==> src/rtl/tile_pkg.sv <==
// Shared types and constants for the tile nibble serializer.
//   TILE_WORDS / WORD_NIBS : default tile geometry (words per tile, nibbles per word)
//   NIB_W                  : nibble width
//   TILE_NIBS / TILE_W     : nibbles per tile and flattened tile width
//   tile_t                 : packed tile (word, nibble, bit)
//   ser_state_e            : serializer FSM states
package tile_pkg;

    localparam int unsigned TILE_WORDS = 2;
    localparam int unsigned WORD_NIBS  = 4;
    localparam int unsigned NIB_W      = 4;
    localparam int unsigned TILE_NIBS  = TILE_WORDS * WORD_NIBS;
    localparam int unsigned TILE_W     = TILE_NIBS * NIB_W;

    typedef logic [TILE_WORDS-1:0][WORD_NIBS-1:0][NIB_W-1:0] tile_t;

    typedef enum logic {
        IDLE,
        SEND
    } ser_state_e;

endpackage

==> src/rtl/tile_xz_scrub.sv <==
// Combinational X/Z scrubber for one nibble. Built only when TILE_XZ_SCRUB_EN is defined.
//   nibble : raw nibble from the tile buffer
//   clean  : nibble with any X/Z content replaced by zero
//   xz     : raw nibble held at least one X/Z bit
`ifdef TILE_XZ_SCRUB_EN
module tile_xz_scrub
    import tile_pkg::*;
(
    input  logic [NIB_W-1:0] nibble,
    output logic [NIB_W-1:0] clean,
    output logic             xz
);

    always_comb begin
        clean = nibble;
        xz    = 1'b0;
        // Reduction XOR goes X if any bit is X or Z.
        if ((^nibble) === 1'bx) begin
            clean = '0;
            xz    = 1'b1;
        end
    end

endmodule
`endif

==> src/rtl/tile_nibble_serializer.sv <==
// Captures one tile per in_valid/in_ready handshake and streams it out MSB nibble first.
// Configuration macro: TILE_XZ_SCRUB_EN (scrub X/Z nibbles to zero and flag them on out_xz).
// Ports:
//   clk, rst              : clock, asynchronous active-high reset
//   in_valid/in_ready     : tile input handshake; in_tile is the flattened tile (word 0 in MSBs)
//   out_valid/out_ready   : nibble output handshake
//   out_nibble, out_idx   : current nibble and its position in the tile (0 = first)
//   out_last              : current nibble is the final one of the tile
//   out_xz                : current nibble carried X/Z bits (scrub build only, else 0)
//   frame_cnt             : tiles fully emitted since reset, wraps
module tile_nibble_serializer
    import tile_pkg::*;
#(
    parameter int unsigned NWORDS = TILE_WORDS,
    parameter int unsigned NIBS   = WORD_NIBS,
    parameter int unsigned CNT_W  = 8,
    localparam int unsigned N_NIBS = NWORDS * NIBS,
    localparam int unsigned IN_W   = N_NIBS * NIB_W,
    localparam int unsigned IDX_W  = $clog2(N_NIBS)
) (
    input  logic             clk,
    input  logic             rst,
    input  logic             in_valid,
    output logic             in_ready,
    input  logic [IN_W-1:0]  in_tile,
    output logic             out_valid,
    input  logic             out_ready,
    output logic [NIB_W-1:0] out_nibble,
    output logic [IDX_W-1:0] out_idx,
    output logic             out_last,
    output logic             out_xz,
    output logic [CNT_W-1:0] frame_cnt
);

    localparam logic [IDX_W-1:0] LAST_IDX = IDX_W'(N_NIBS - 1);

    ser_state_e       state_q;
    logic [IN_W-1:0]  buf_q;
    logic [IDX_W-1:0] idx_q;
    logic [NIB_W-1:0] nib_q;
    logic             xz_q;
    logic [CNT_W-1:0] cnt_q;

    logic             load;
    logic [NIB_W-1:0] raw_next;
    logic [NIB_W-1:0] clean_next;
    logic             xz_next;

    assign out_valid  = (state_q == SEND);
    assign out_last   = (state_q == SEND) && (idx_q == LAST_IDX);
    assign in_ready   = !rst && ((state_q == IDLE) || ((state_q == SEND) && out_ready && out_last));
    assign load       = in_valid && in_ready;
    assign out_nibble = nib_q;
    assign out_idx    = idx_q;
    assign out_xz     = xz_q;
    assign frame_cnt  = cnt_q;

    // The buffer shifts left on each accepted nibble, so the next nibble to show is always
    // the one just below the top of the buffer; a fresh tile shows its own top nibble.
    assign raw_next = load ? in_tile[IN_W-1 -: NIB_W] : buf_q[IN_W-NIB_W-1 -: NIB_W];

`ifdef TILE_XZ_SCRUB_EN
    tile_xz_scrub u_scrub (
        .nibble (raw_next),
        .clean  (clean_next),
        .xz     (xz_next)
    );
`else
    assign clean_next = raw_next;
    assign xz_next    = 1'b0;
`endif

    always_ff @(posedge clk or posedge rst) begin
        if (rst) begin
            state_q <= IDLE;
            buf_q   <= '0;
            idx_q   <= '0;
            nib_q   <= '0;
            xz_q    <= 1'b0;
            cnt_q   <= '0;
        end else begin
            unique case (state_q)
                IDLE: begin
                    if (load) begin
                        buf_q   <= in_tile;
                        idx_q   <= '0;
                        nib_q   <= clean_next;
                        xz_q    <= xz_next;
                        state_q <= SEND;
                    end
                end
                SEND: begin
                    if (out_ready) begin
                        if (out_last) begin
                            cnt_q <= cnt_q + 1'b1;
                            if (load) begin
                                // Next tile follows with no bubble.
                                buf_q <= in_tile;
                                idx_q <= '0;
                                nib_q <= clean_next;
                                xz_q  <= xz_next;
                            end else begin
                                state_q <= IDLE;
                            end
                        end else begin
                            buf_q <= {buf_q[IN_W-NIB_W-1:0], {NIB_W{1'b0}}};
                            idx_q <= idx_q + 1'b1;
                            nib_q <= clean_next;
                            xz_q  <= xz_next;
                        end
                    end
                end
                default: state_q <= IDLE;
            endcase
        end
    end

endmodule

==> config.mk <==
export PLATFORM = sky130hd
export DESIGN_NAME = tile_nibble_serializer
export DESIGN_NICKNAME = d
export VERILOG_FILES = /design/src/rtl/tile_pkg.sv /design/src/rtl/tile_xz_scrub.sv /design/src/rtl/tile_nibble_serializer.sv
export SDC_FILE = /design/constraint.sdc
export NUM_CORES = 1
export LEC_CHECK = 0
export ABC_AREA = 1
export CAP_MARGIN = 20
export CORE_MARGIN = 8
export CORE_UTILIZATION = 44
export DETAILED_ROUTE_END_ITERATION = 16
export PLACE_DENSITY_LB_ADDON = 0.25
export SLEW_MARGIN = 20
export SYNTH_ARGS = -nofsm -noshare
export SYNTH_HDL_FRONTEND = slang
export SYNTH_SLANG_ARGS = --single-unit
==> constraint.sdc <==
create_clock -name clk -period 1.74 [get_ports clk]
set_input_delay 0.348 -clock clk [delete_from_list [all_inputs] [get_ports clk]]
set_output_delay 0.348 -clock clk [all_outputs]
set_load 0.05 [all_outputs]
Run 1, routed clock nets over the placement:
(3 px per um)
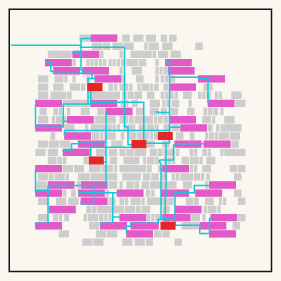
- flip-flops: magenta (count 45)
- clock wires: cyan (length 607 um)
- cells driving clock nets: red (count 5)
- routed clock nets: 6
Insertion Delay late pin: 0.31 ns
Setup Skew: 0.009858 ns

Run 1, floorplan with the power grid:
(4 px per um) Pins as bars on the die edge.
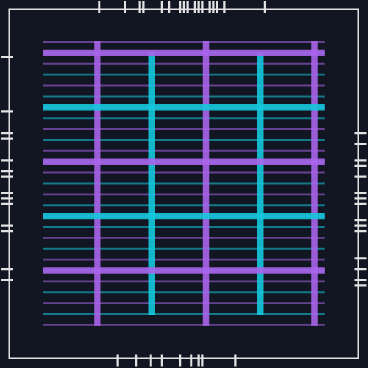
- VSS: purple
- VDD: cyan
- met5 straps: 5
- signal pins: 55
- met4 straps: 5
Peak VDD IR: 0.6979 mV
Core Area: 4977 sq um
die width: 86.89 um
Die Ht: 86.89 um

==> impl_metrics.toml, run 1 <==
# yosys + openroad results
[drt]
drt_pass1_iterations = 5
wl_met1_mm = 2.645

[cells_and_area]
buffer_area_frac = 0.2706
dominant_cells = "sequential cells"
lay_top_cells = "nand2_1, buf_4, dfrtp_1, clkdlybuf4s50_1, mux2i_1"
synthToLayoutAreaGrowth_pct = 55.57

[sta]
finalSetupViolCount = 13
fin_ws_ns = -0.07022
rsz0062_at_grt = "true"

[clock_tree]
clk_pin_slew_ns = 0.09
cts_tree = "built"

[synth]
aoi_share = 0.08659
ys_sh_mux = 0.07697
synth_cell_types = 24
synth_top_cell_by_area = "dfrtp_1"

[status]
status = "finished, violations left"
violations = "negative setup slack"

[power]
pwr-share-seq = 0.345
pg_seq_uw = 1640

[run]
cap_violations = 0
openroad.warnings = 29

[floorplanning]
floorplan.core_util = 0.4442

[global_routing]
antenna_found_initial = 0

[place]
dp_hpwl_mm = 4.077

[setup_path]
reg2reg_from = "out_idx[0]$_DFFE_PP0P_"
arrival_ns = 1.46
crit_family = "flip-flops"

[min_path]
hold_start = "out_nibble[2]$_DFFE_PP0P_"
Run 1, metal layers overlaid:
(6 px per um)
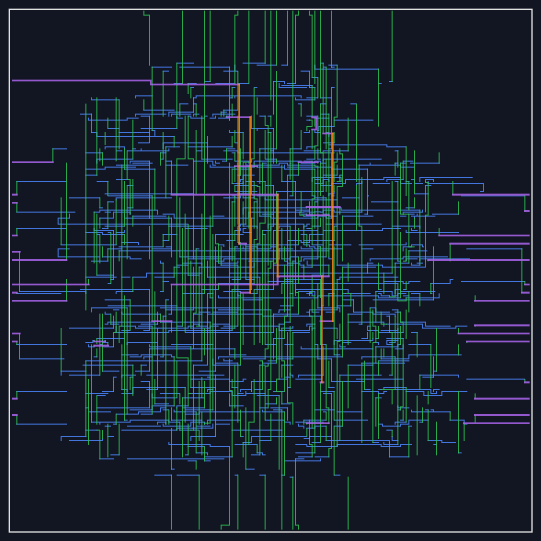
- met3: purple (wire length 299 um)
- met4: orange (wire length 118 um)
- met1: blue (wire length 2,650 um)
- met2: green (wire length 3,280 um)
drt wl/cell: 15.28 um
routed vias: 2,071
DRT Wirelength: 6.341 mm
Global Route Usage Sum: 0.1538

run 1: worst register-to-register path, cell delays in order, from the launching register on:
cell and delay, ns:
dfrtp_2 0.40, ha_4 0.15, ha_4 0.14, buf_4 0.12, nand3_4 0.09, nand2_4 0.12
nand3_4 0.10, nand2_4 0.14, nand2_8 0.09, buf_4 0.15, buf_6 0.12, nand2_1 0.05
o21ai_1 0.05
run 1: through the flow:
stage	setup slack (ns)	cells	TNS [ns]	hold slack, ns	power (uW)
finish	-0.07022	415	-0.3513	0.4809	4767
CTS	-0.06825	404	-0.06891	0.4858	4436
global route	-0.1699	415	-2.006	0.5058	5036
global placement	-0.1212	388	-2.747	0.4655	3461
floorplan	-0.1463	252	-3.590	0.3840	2896
detailed placement	-0.1510	388	-4.415	0.4666	3522
Run 1, selected gate families:
(3 px per um)
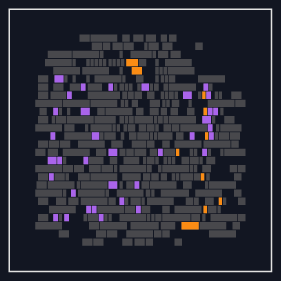

==> run 2, diff against run 1 <==
Settings changed: CORE_MARGIN 8 to 5.
Run 2, selected gate families:
(3 px per um)
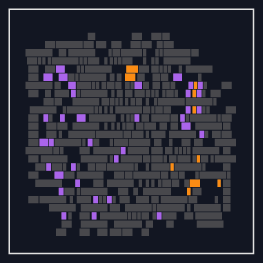
- NOR gates: orange (cells 10; where middle right)
- inverting AOI/OAI gates: purple (cells 35)
Cell Count, Final, Fillers Out: 409
Comb/total area: 0.3243
Top cell excl fill/tap: nand2_1

Run 2, routed clock nets over the placement:
(3 px per um)
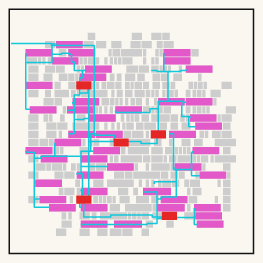
- clock wires: cyan (length 560 um)
- cells driving clock nets: red (count 5)
- flip-flops: magenta (count 45)
- routed clock nets: 6
- flops lie: widely spread
Setup Skew: 0.005588 ns
Insertion Delay late pin: 0.30 ns
Clock power frac: 0.141

==> impl_metrics.toml, run 2 <==
# yosys + openroad results
[run]
cap_violations = 0
openroad.warnings = 29

[drt]
vias = 2044
wl_per_cell_um = 14.08
drc = 0
drt_pass1_iterations = 4
routed_wl_mm = 5.759

[status]
status = "finished, violations left"
violations = "negative setup slack"

[setup_path]
crit_family = "flip-flops"
arrival_ns = 1.43
crit_slowest_cell = "dfrtp_2"
reg2reg_from = "out_idx[0]$_DFFE_PP0P_"
crit_end = "in_ready"
path_max_fanout = 3

[cells_and_area]
dominant_cells = "sequential cells"
synthToLayoutAreaGrowth_pct = 52.52
lay_top_cells = "nand2_1, buf_4, dfrtp_1, clkdlybuf4s50_1"
buffer_area_frac = 0.2731
largest_register = "buf_q"
mi_logic_area_sq_um = 1094

[clock_tree]
cts_tree = "built"
clock_sinks = 45
clk_pin_slew_ns = 0.08

[synth]
synth_cell_types = 24
aoi_share = 0.08659
ys_sh_mux = 0.07697
numSynthFlops = 45
synth_top_cell_by_area = "dfrtp_1"
ys_sh_simple = 0.2281
yosys-top-cells-count = "nand2_1, dfrtp_1, mux2i_1, o21ai_0, inv_1"
synth-edff-count = 0

[sta]
rsz0062_at_grt = "true"
fin_ws_ns = -0.04158
finalSetupViolCount = 1
hold_ws_ns = 0.4774

[floorplanning]
floorplan.core_util = 0.4620
die_width_um = 80.89
die_h_um = 80.89
core_area_sq_um = 4786

[global_routing]
groute.usage.overall = 0.1720
antenna_found_initial = 0

[power]
pwr-share-seq = 0.364
irDropWorstVdd_mv = 0.7117
pg_seq_uw = 1640
power.total_uw = 4502

[place]
dp_hpwl_mm = 3.937
placed_cells = 389
==> run 2: through the flow <==
stage	utilization	setup slack, ns	setup TNS (ns)
4_1_cts	0.6593	-0.06996	-0.07165
2_1_floorplan	-	-0.1463	-3.590
3_3_place_gp	0.6350	-0.07045	-0.8714
3_5_place_dp	0.6350	-0.09719	-1.499
6_report	0.7046	-0.04158	-0.04158
5_1_grt	0.7046	-0.09621	-0.2809
==> run 2: repair_timing <==
item / in CTS / in global routing
gates resized: 4 / 29
setup buffers: 3 / 3
cloned: 0 / 6
endpoints found under the setup margin: 2 / 33
pin swaps: 4 / 6
==> run 2: metal layers <==
| layer | part of all wire | track usage |
|---|---|---|
| met2 | 0.49 | 0.2808 |
| met5 | 0 | 0 |
| met4 | 0.019 | 0.06081 |
| met3 | 0.055 | 0.04435 |
| met1 | 0.43 | 0.2210 |
Power and IR drop assume default switching activity.
